Wiring heat map:
Scale bar: 50 um. The die is cut into 34 by 34 equal tiles; black is low, pale yellow is high, scaled to the fullest tile. Values are wire area over tile area, all layers added.
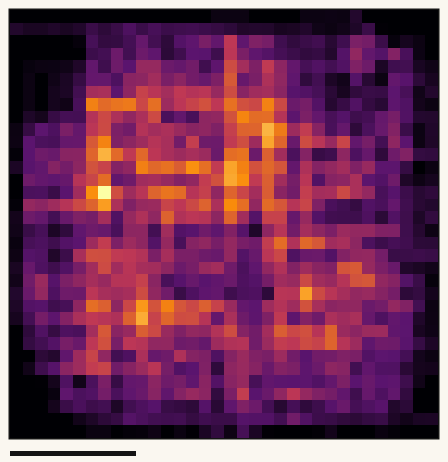
Placement by cell class:
Fill, decap, tap and diode cells in grey.
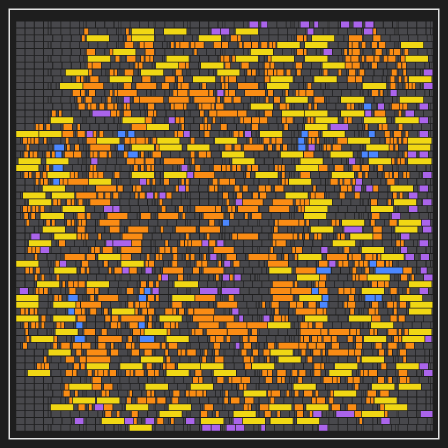
`src/rtl/k580vt57.sv`:
```
// ---------------------------------------------------------------------------
// k580vt57 -- four-channel DMA controller, i8257 / K580VT57 compatible subset.
//
// The controller asks the CPU for the bus (hrq/hlda). Once it owns the bus it
// arbitrates the enabled channel requests and runs fixed four-clock transfer
// cycles S1..S4. Between back-to-back transfers it keeps the bus and
// re-arbitrates. Channel 2 can be autoloaded from channel 3 when its count
// expires, so a display refresh channel can run continuously.
//
// Ports
//   clk                 system clock, all state changes on the rising edge
//   reset_n             asynchronous reset, active low
//   iaddr[3:0]          register select
//   idata[7:0]          CPU write data
//   odata[7:0]          CPU read data, combinational on iaddr
//   iwe_n               CPU write strobe, write committed on its rising edge
//   ird_n               CPU read strobe, read side effects on its rising edge
//   drq[3:0]            channel requests, bit 0 highest in fixed priority
//   dack[3:0]           one-hot channel acknowledge
//   hrq / hlda          bus hold request / acknowledge
//   aen                 controller drives the address bus
//   oaddr[15:0]         DMA memory address
//   memr_n memw_n
//   ior_n  iow_n        bus strobes, active low
//   tc                  terminal count, valid S1..S4 of the final transfer
//
// Register map
//   0,2,4,6  ADDR[n]   byte selected by the byte flip-flop (0 = low byte)
//   1,3,5,7  COUNT[n]  [13:0] transfers-1, [15:14] 01 write, 10 read, else verify
//   8        write: MODE (also clears the byte flip-flop)
//            read:  {3'b0, update, tcflag[3:0]}, tcflag cleared by the read
//   9..15    read as 0, writes ignored
// MODE: [3:0] channel enable, [4] rotating priority, [5] extended write,
//       [6] stop on terminal count, [7] autoload channel 2 from channel 3
// ---------------------------------------------------------------------------
module k580vt57 #(
  parameter int NCH = 4
) (
  input  logic           clk,
  input  logic           reset_n,
  input  logic [3:0]     iaddr,
  input  logic [7:0]     idata,
  output logic [7:0]     odata,
  input  logic           iwe_n,
  input  logic           ird_n,
  input  logic [NCH-1:0] drq,
  output logic [NCH-1:0] dack,
  output logic           hrq,
  input  logic           hlda,
  output logic           aen,
  output logic [15:0]    oaddr,
  output logic           memr_n,
  output logic           memw_n,
  output logic           ior_n,
  output logic           iow_n,
  output logic           tc
);

  typedef enum logic [2:0] {
    ST_IDLE,
    ST_HREQ,
    ST_S1,
    ST_S2,
    ST_S3,
    ST_S4
  } state_t;

  localparam logic [1:0] XFER_WRITE = 2'b01;  // I/O -> memory
  localparam logic [1:0] XFER_READ  = 2'b10;  // memory -> I/O
  localparam logic [1:0] AUTO_CH    = 2'd2;   // channel that gets reloaded
  localparam logic [1:0] AUTO_SRC   = 2'd3;   // channel holding reload values
  localparam logic [3:0] STATUS_SEL = 4'd8;

  // Programmable state
  logic [15:0]    addr_q  [NCH];
  logic [15:0]    count_q [NCH];
  logic [7:0]     mode_q;
  logic [NCH-1:0] tcflag_q;
  logic           update_q;
  logic           bff_q;

  // CPU strobe history for rising-edge detection
  logic           iwe_q;
  logic           ird_q;

  // Transfer engine
  state_t         state_q;
  logic [1:0]     cur_ch_q;
  logic [1:0]     last_ch_q;
  logic [1:0]     xfer_mode_q;

  // Combinational helpers
  logic           wr_commit;
  logic           rd_commit;
  logic [1:0]     sel;
  logic           mirror;
  logic [15:0]    rd_word;
  logic [NCH-1:0] eligible;
  logic           any_elig;
  logic [1:0]     win_ch;
  logic [NCH-1:0] win_onehot;
  logic           start;

  // A CPU access takes effect when its strobe returns high.
  assign wr_commit = iwe_n & ~iwe_q;
  assign rd_commit = ird_n & ~ird_q;

  assign sel      = iaddr[2:1];
  // Channel 2 writes are shadowed into channel 3 so the reload values follow.
  assign mirror   = mode_q[7] && (sel == AUTO_CH);
  assign rd_word  = iaddr[0] ? count_q[sel] : addr_q[sel];

  assign eligible = drq & mode_q[NCH-1:0];
  assign any_elig = |eligible;

  // A new cycle starts from HREQ, or straight from S4 while the bus is kept.
  assign start = hlda && any_elig && ((state_q == ST_HREQ) || (state_q == ST_S4));

  // NOTE: every variable written in always_comb gets a default first; a path
  // that leaves one unassigned would infer a latch.
  always_comb begin
    odata = '0;
    if (!iaddr[3]) begin
      odata = bff_q ? rd_word[15:8] : rd_word[7:0];
    end else if (iaddr == STATUS_SEL) begin
      odata = {3'b000, update_q, tcflag_q};
    end
  end

  // Priority resolution. Candidates are visited from lowest to highest
  // priority so the last hit is the winner.
  always_comb begin
    win_ch = '0;
    if (mode_q[4]) begin
      // Rotating: the channel after the last serviced one is on top.
      for (int k = NCH; k >= 1; k--) begin
        if (eligible[2'(last_ch_q + 2'(k))]) begin
          win_ch = 2'(last_ch_q + 2'(k));
        end
      end
    end else begin
      for (int k = NCH - 1; k >= 0; k--) begin
        if (eligible[k]) begin
          win_ch = 2'(k);
        end
      end
    end
  end

  always_comb begin
    win_onehot         = '0;
    win_onehot[win_ch] = 1'b1;
  end

  // Single sequential process: the transfer engine and the CPU port both
  // modify the channel registers, and the CPU must win on a same-cycle
  // collision, so the CPU updates come last in program order.
  // NOTE: sequential state uses non-blocking assignments only; when two
  // assignments to the same bits land in one clock, the later one wins.
  always_ff @(posedge clk or negedge reset_n) begin
    if (!reset_n) begin
      // NOTE: the channel register arrays are reset too: they are a handful of
      // flops, and a known zero state is part of the programming model.
      for (int i = 0; i < NCH; i++) begin
        addr_q[i]  <= '0;
        count_q[i] <= '0;
      end
      mode_q      <= '0;
      tcflag_q    <= '0;
      update_q    <= 1'b0;
      bff_q       <= 1'b0;
      iwe_q       <= 1'b1;
      ird_q       <= 1'b1;
      state_q     <= ST_IDLE;
      cur_ch_q    <= '0;
      last_ch_q   <= 2'd3;  // so channel 0 leads the first rotation
      xfer_mode_q <= '0;
      hrq         <= 1'b0;
      aen         <= 1'b0;
      dack        <= '0;
      tc          <= 1'b0;
      oaddr       <= '0;
      memr_n      <= 1'b1;
      memw_n      <= 1'b1;
      ior_n       <= 1'b1;
      iow_n       <= 1'b1;
    end else begin
      iwe_q <= iwe_n;
      ird_q <= ird_n;

      // ---------------- transfer engine ----------------
      case (state_q)
        ST_IDLE: begin
          if (any_elig) begin
            hrq     <= 1'b1;
            state_q <= ST_HREQ;
          end
        end

        ST_HREQ: begin
          // Requests gone before the CPU answered: withdraw.
          if (!any_elig) begin
            hrq     <= 1'b0;
            state_q <= ST_IDLE;
          end
        end

        ST_S1: begin
          state_q <= ST_S2;
          case (xfer_mode_q)
            XFER_READ: begin
              memr_n <= 1'b0;
              iow_n  <= ~mode_q[5];
            end
            XFER_WRITE: begin
              ior_n  <= 1'b0;
              memw_n <= ~mode_q[5];
            end
            default: ;  // verify: no strobes
          endcase
        end

        ST_S2: begin
          state_q <= ST_S3;
          case (xfer_mode_q)
            XFER_READ:  iow_n  <= 1'b0;
            XFER_WRITE: memw_n <= 1'b0;
            default: ;
          endcase
        end

        ST_S3: begin
          // Registers are advanced on entry to S4 so that the exit from S4
          // arbitrates on the updated enables.
          state_q <= ST_S4;
          memr_n  <= 1'b1;
          memw_n  <= 1'b1;
          ior_n   <= 1'b1;
          iow_n   <= 1'b1;
          addr_q[cur_ch_q]        <= addr_q[cur_ch_q] + 16'd1;
          count_q[cur_ch_q][13:0] <= count_q[cur_ch_q][13:0] - 14'd1;
          if (tc) begin
            tcflag_q[cur_ch_q] <= 1'b1;
            if ((cur_ch_q == AUTO_CH) && mode_q[7]) begin
              // Autoload keeps channel 2 enabled even with TC-stop set.
              addr_q[AUTO_CH]  <= addr_q[AUTO_SRC];
              count_q[AUTO_CH] <= count_q[AUTO_SRC];
              update_q         <= 1'b1;
            end else if (mode_q[6]) begin
              mode_q[cur_ch_q] <= 1'b0;
            end
          end
        end

        ST_S4: begin
          if (!start) begin
            hrq     <= 1'b0;
            aen     <= 1'b0;
            dack    <= '0;
            tc      <= 1'b0;
            state_q <= ST_IDLE;
          end
        end

        default: state_q <= ST_IDLE;
      endcase

      // Entry to S1: the winner is latched and held for the whole cycle.
      if (start) begin
        state_q     <= ST_S1;
        cur_ch_q    <= win_ch;
        last_ch_q   <= win_ch;
        xfer_mode_q <= count_q[win_ch][15:14];
        aen         <= 1'b1;
        dack        <= win_onehot;
        oaddr       <= addr_q[win_ch];
        tc          <= (count_q[win_ch][13:0] == 14'd0);
        if (win_ch == AUTO_CH) begin
          update_q <= 1'b0;
        end
      end

      // ---------------- CPU register port ----------------
      if (rd_commit) begin
        if (!iaddr[3]) begin
          bff_q <= ~bff_q;
        end else if (iaddr == STATUS_SEL) begin
          tcflag_q <= '0;
        end
      end

      if (wr_commit) begin
        if (!iaddr[3]) begin
          if (!iaddr[0]) begin
            if (bff_q) begin
              addr_q[sel][15:8] <= idata;
              if (mirror) addr_q[AUTO_SRC][15:8] <= idata;
            end else begin
              addr_q[sel][7:0] <= idata;
              if (mirror) addr_q[AUTO_SRC][7:0] <= idata;
            end
          end else begin
            if (bff_q) begin
              count_q[sel][15:8] <= idata;
              if (mirror) count_q[AUTO_SRC][15:8] <= idata;
            end else begin
              count_q[sel][7:0] <= idata;
              if (mirror) count_q[AUTO_SRC][7:0] <= idata;
            end
          end
          bff_q <= ~bff_q;
        end else if (iaddr == STATUS_SEL) begin
          mode_q <= idata;
          bff_q  <= 1'b0;
        end
      end
    end
  end

endmodule

```
`config.mk`:
```
export PLATFORM = sky130hd
export DESIGN_NAME = k580vt57
export DESIGN_NICKNAME = d
export VERILOG_FILES = /design/src/rtl/k580vt57.sv
export SDC_FILE = /design/constraint.sdc
export NUM_CORES = 1
export LEC_CHECK = 0
export ABC_CLOCK_PERIOD_IN_PS = 4200
export CORE_MARGIN = 2
export CORE_UTILIZATION = 42
export CTS_BUF_LIST = sky130_fd_sc_hd__clkbuf_4
export DETAILED_ROUTE_END_ITERATION = 7
export PLACE_DENSITY_LB_ADDON = 0.05
export SLEW_MARGIN = 25
export SYNTH_ARGS = -nofsm -noshare
export SYNTH_HDL_FRONTEND = slang
export SYNTH_SLANG_ARGS = --single-unit
```
`constraint.sdc`:
```
create_clock -name clk -period 4.2 [get_ports clk]
set_input_delay 0.84 -clock clk [delete_from_list [all_inputs] [get_ports clk]]
set_output_delay 0.84 -clock clk [all_outputs]
set_load 0.005 [all_outputs]
```
==> flow_summary.ini <==
; synthesis and place-and-route metrics
[synthesis]
avgSynthCellArea_um2 = 9.58
mappedNetlistNets = 1236
yosysSeqAreaShare = 0.388
synthAoiAreaFrac = 0.185
top_area_cell = sky130_fd_sc_hd__dfrtp_1
synth-edff-count = 0
fa_ha_area_frac = 0.00215
synth_chip_area_um2 = 11600
synthesis.yosys.warnings = 0
synth.yosys.num_cells = 1213
synthDominantCellAreaShare = 0.370
post_synth_xor_area_fraction = 0.0195

[die]
fp-row-count = 60
design.portCount = 56
area_of_the_die_um2 = 29000
floorplan.core_area_um2 = 27100
num_tap_cells = 372

[global_route]
grt_max_degree = 72
number_of_antenna_violations_at_the_first_check_in_global_routing = 1
global_route.usage.total = 0.311
grt_use_met3 = 0.0470
first_global_vias = 9881
top_usage_layer = met2

[sta]
hold_violations = 0
clock_skew_ns = 0.0425
period_used_share = 0.938
setup_viol = 0
post-route-worst-setup-slack_ns = 0.262
tightest_slew_ns = 1.12
setup_total_negative_slack_ns = 0
max-slew-margin-rel = 0.252

[finish]
design_area_um2 = 13000
final-nonclk-buf-share = 0.0771
num-multi-input-gates = 922
biggestRegsByFlops = addr_q (64), count_q (64), oaddr (16)
numSequentialCells = 180
seq-cell-share = 0.346
largest_cell_class = multi-input combinational cells
fin_cells = 1627
antenna-diode-count = 1
layout.cells.most_common = sky130_fd_sc_hd__nand2_1
post-route-util = 0.481
buffers_excl_clock = 106
layout.filler_cells = 2586
nNetsFinal = 1264
mi_logic_area_um2 = 6680

[power_and_ir_drop]
clockPowerShare = 0.123
ir_drop_mv = 0.429
p_leak_uw = 0.00493
switching_share = 0.459
seq_cell_power_uw = 3600
combinationalPower_uw = 4350
powerClk_uw = 1110
intPower_uw = 4910

[routing]
drt_pass1_iterations = 5
vias = 10300
drt_wl_total_mm = 43.4
maxUsedRoutingLayer = met4
drtAntennaViolNets = 0
detailroute.wirelength.met3_mm = 2.71
met2_wirelength_mm = 20.1

[flow_run]
tool_warnings = 26

[worst_setup_path]
worst-endpoint-arrival_ns = 3.10
critPathCapture = odata[2]
timing.reg2reg.worst_path_depth = 10
timing.critical_path.to_type = primary output
critPathKind = primary input to primary output
reg2reg_to = count_q[28]
r2r-start = cur_ch_q[0]
worst_setup_path_start_kind = primary input
r2r_slack_ns = 0.87

[clock_network]
cts_made_buffers = 17
clk_transition_reported_paths_ns = 0.19
ctsResizeCount = 0
clk_path_buf_depth = 2

[place]
dp.cells = 1594

[hold_path]
hold_class = primary input to asynchronous set/reset pin

[outcome]
run_status = completed
About 'wiring heat map':
tiles over half the peak: 13%
nearly empty tiles: 9.2%
fullest tile: 0.83
mean over tiles: 0.24
emptiest ninth of the die: top right
densest ninth of the die: middle

About 'placement by cell class':
[yellow] flip-flops | cells: 180
[purple] other buffers and delay cells | cells: 106
[blue] clock drivers and dummy loads | cells: 32
[orange] all other logic | cells: 936

==> logic make-up after synthesis <==
family | Yosys count
compound gates | 338
xor+xnor | 25
fa+ha+maj | 2
buf+inv | 111
flops | 180
mux | 146
simple gates | 411
==> worst max-delay path, cell delays in order <==
cell                              delay (ns)
sky130_fd_sc_hd__buf_2                  0.64
sky130_fd_sc_hd__mux4_2                 0.43
sky130_fd_sc_hd__mux4_2                 0.47
sky130_fd_sc_hd__inv_1                  0.06
sky130_fd_sc_hd__o21ai_0                0.13
sky130_fd_sc_hd__clkdlybuf4s50_1        0.50
